final_clocks.png
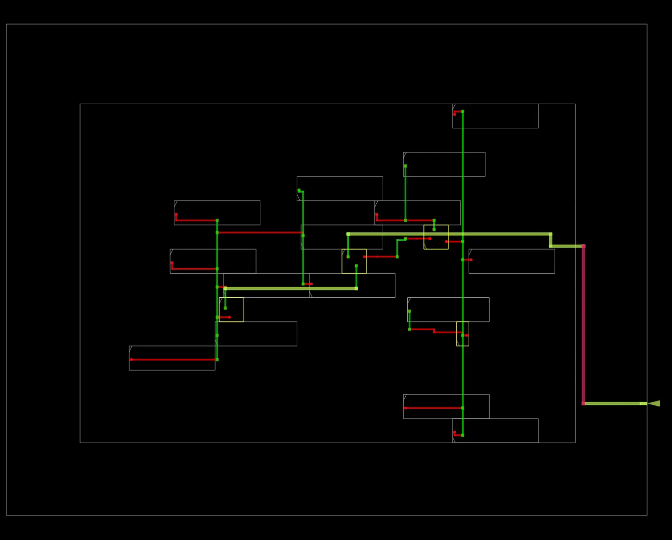
registers.png
Other sequential cells in the stronger grey, the rest of the logic in the fainter grey.
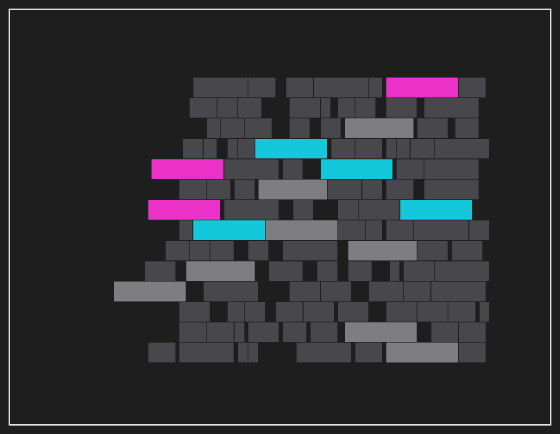
clock_map.png
Scale bar: 20 um.
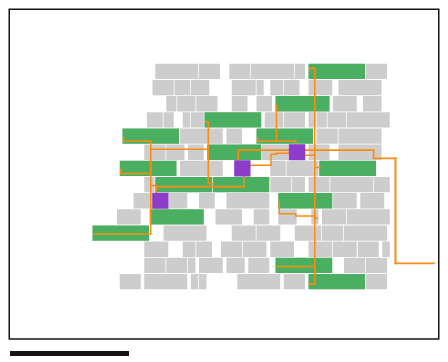
gate_families.png
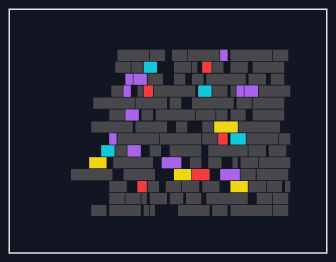
## src/rtl/tim_event_gen.sv

```systemverilog
// tim_event_gen: one-cycle event pulses, sticky status/overcapture flags, interrupt enables and irq for a timer
module tim_event_gen #(
    parameter int N_EVT = 4
) (
    input  logic             clk,
    input  logic             rst,
    input  logic             egr_we,
    input  logic [N_EVT-1:0] egr_wdata,
    input  logic             sr_we,
    input  logic [N_EVT-1:0] sr_wdata,
    input  logic [N_EVT-1:0] ovr_wdata,
    input  logic             dier_we,
    input  logic [N_EVT-1:0] dier_wdata,
    input  logic             urs,
    input  logic [N_EVT-1:0] hw_evt,
    output logic [N_EVT-1:0] evt_pulse,
    output logic [N_EVT-1:0] egr_rdata,
    output logic [N_EVT-1:0] sr_flags,
    output logic [N_EVT-1:0] ovr_flags,
    output logic [N_EVT-1:0] dier,
    output logic             irq
);
    logic [N_EVT-1:0] evt_pulse_q, evt_pulse_d;
    logic [N_EVT-1:0] sr_q, sr_d;
    logic [N_EVT-1:0] ovr_q, ovr_d;
    logic [N_EVT-1:0] dier_q, dier_d;
    logic [N_EVT-1:0] sw_mask, ch_mask, sr_clr, ovr_clr, ovr_set;
    always_comb begin
        sw_mask = '1;
        sw_mask[0] = ~urs;
        ch_mask = '1;
        ch_mask[0] = 1'b0;
        evt_pulse_d = egr_we ? egr_wdata : '0;
        sr_clr = sr_we ? ~sr_wdata : '0;
        ovr_clr = sr_we ? ~ovr_wdata : '0;
        // overcapture judged on the pre-edge flag; a same-cycle clear suppresses it
        ovr_set = hw_evt & sr_q & ~sr_clr & ch_mask;
        sr_d = (sr_q & ~sr_clr) | (evt_pulse_d & sw_mask) | hw_evt;
        ovr_d = ((ovr_q & ~ovr_clr) | ovr_set) & ch_mask;
        dier_d = dier_we ? dier_wdata : dier_q;
    end
    always_ff @(posedge clk or posedge rst) begin
        if (rst) begin
            evt_pulse_q <= '0;
            sr_q <= '0;
            ovr_q <= '0;
            dier_q <= '0;
        end else begin
            evt_pulse_q <= evt_pulse_d;
            sr_q <= sr_d;
            ovr_q <= ovr_d;
            dier_q <= dier_d;
        end
    end
    assign evt_pulse = evt_pulse_q;
    assign egr_rdata = '0;
    assign sr_flags = sr_q;
    assign ovr_flags = ovr_q;
    assign dier = dier_q;
    assign irq = |(sr_q & dier_q);
endmodule

```

## config.mk

```make
export PLATFORM = sky130hd
export DESIGN_NAME = tim_event_gen
export DESIGN_NICKNAME = d
export VERILOG_FILES = /design/src/rtl/tim_event_gen.sv
export SDC_FILE = /design/constraint.sdc
export NUM_CORES = 1
export LEC_CHECK = 0
export CAP_MARGIN = 20
export CORE_ASPECT_RATIO = 0.7
export CORE_MARGIN = 8
export CORE_UTILIZATION = 29
export DETAILED_ROUTE_END_ITERATION = 10
export PLACE_DENSITY = 0.73
export SLEW_MARGIN = 0
export SYNTH_ARGS = -nofsm -noshare
export SYNTH_HDL_FRONTEND = slang
export SYNTH_SLANG_ARGS = --single-unit
```

## constraint.sdc

```tcl
create_clock -name clk -period 0.8 [get_ports clk]
set_clock_uncertainty 0.05 [all_clocks]
set_input_delay 0.16 -clock clk [delete_from_list [all_inputs] [get_ports clk]]
set_output_delay 0.16 -clock clk [all_outputs]
set_load 0.05 [all_outputs]
```

==> summary.rpt <==
====================================================================================
Final setup viols .....................................................           27
Proportion of synthesized flip-flops having asynchronous set or reset .         100%
Upper clock frequency limit ...........................................      739 MHz
Startpoint of the lowest-slack hold path ..............................       egr_we
Post-synth top area cell .............................................. sky130_fd_sc_hd__dfrtp_1
Yosys stat area .......................................................    637 sq um
Initial antenna violation count .......................................            0
Placed inst area ...................................................... 0.00132 sq mm
Worst-case reg-to-reg path depth ......................................            4
Number of global-route vias before repair .............................          754
Clock period minus final worst setup slack ............................      1.35 ns
Sum of met2 wire segment lengths after detailed routing ...............      1.32 mm
Number of nets in the finished design .................................          140
Most numerous logic cells after layout ................................ sky130_fd_sc_hd__clkdlybuf4s50_1, sky130_fd_sc_hd__buf_12, sky130_fd_sc_hd__dfrtp_2, sky130_fd_sc_hd__buf_6, sky130_fd_sc_hd__buf_4
Crit-path max cell delay ..............................................      0.42 ns
Ports placed on the boundary ..........................................           47
Area fraction in full adders, half adders and majority gates ..........           0%
CORE AREA ............................................................. 0.00212 sq mm
Comb area .............................................................    256 sq um
Dominant kind of cell .................................................      buffers
WL met1 ...............................................................       981 um
Failing checks ........................................................ setup timing
Clock Tree Root ....................................................... sky130_fd_sc_hd__clkbuf_4
Cell count after synthesis ............................................           51
Smallest setup slack after layout .....................................    -0.553 ns
Total of fill cells in the finished design ............................          146
Leading cell type by number of instances after synthesis .............. sky130_fd_sc_hd__dfrtp_1
Number of tap cells inserted ..........................................           32
Run status ............................................................ finished with violations
Cell type group with the largest total delay on the critical path .....   flip-flops
Unrepaired setup endpoints after global routing .......................         true
Cell Int Power ........................................................      1.53 mW
Inverter tally of the final layout excluding the clock network ........            2
Sw frac ...............................................................        33.4%
Share of the synthesized netlist area taken by xor and xnor gates .....           0%
Ant diodes ............................................................            0
Clock-cell share of area ..............................................        1.81%
Power in sequential cells .............................................       885 uW
Most Crowded Layer GR .................................................         met2
Wire length of the first global-routing pass ..........................      4.06 mm
Worst reg2reg setup slack .............................................     -0.41 ns
Global routing usage on met3 ..........................................        6.83%
Final GP Congestion ...................................................        0.767
Simple-gate share of the synthesized area .............................        9.43%
CP bufs+invs ..........................................................            1
Proportion of layout cells with a drive suffix above 1 ................        54.0%
Total power ...........................................................      2.30 mW
Initial Utilization ...................................................        30.0%
Launching point of the worst reg2reg path .............................  sr_flags[2]
====================================================================================
About final_clocks.png:
tally of clock buffers in the finished layout: 4
CTS buffer count: 3
clock latency of the later-clocked register in the worst-skew pair: 0.28 ns

About registers.png:
cyan -> `sr_flags`  # sequential cells 4, where centre
magenta -> `ovr_flags`  # sequential cells 3
fin util: 68.5%
sequential standard cell area: 389 sq um

About clock_map.png:
purple -> cells driving clock nets  # count 3
green -> flip-flops  # count 15
orange -> clock wires  # length 215 um
routed clock nets = 4

About gate_families.png:
purple -> inverting AOI/OAI gates  # cells 11
yellow -> multiplexers  # cells 4
cyan -> AND-OR and OR-AND gates  # cells 4, where centre
red -> NAND gates  # cells 5

Power figures rest on the tool's default switching activity, not on a simulated workload.
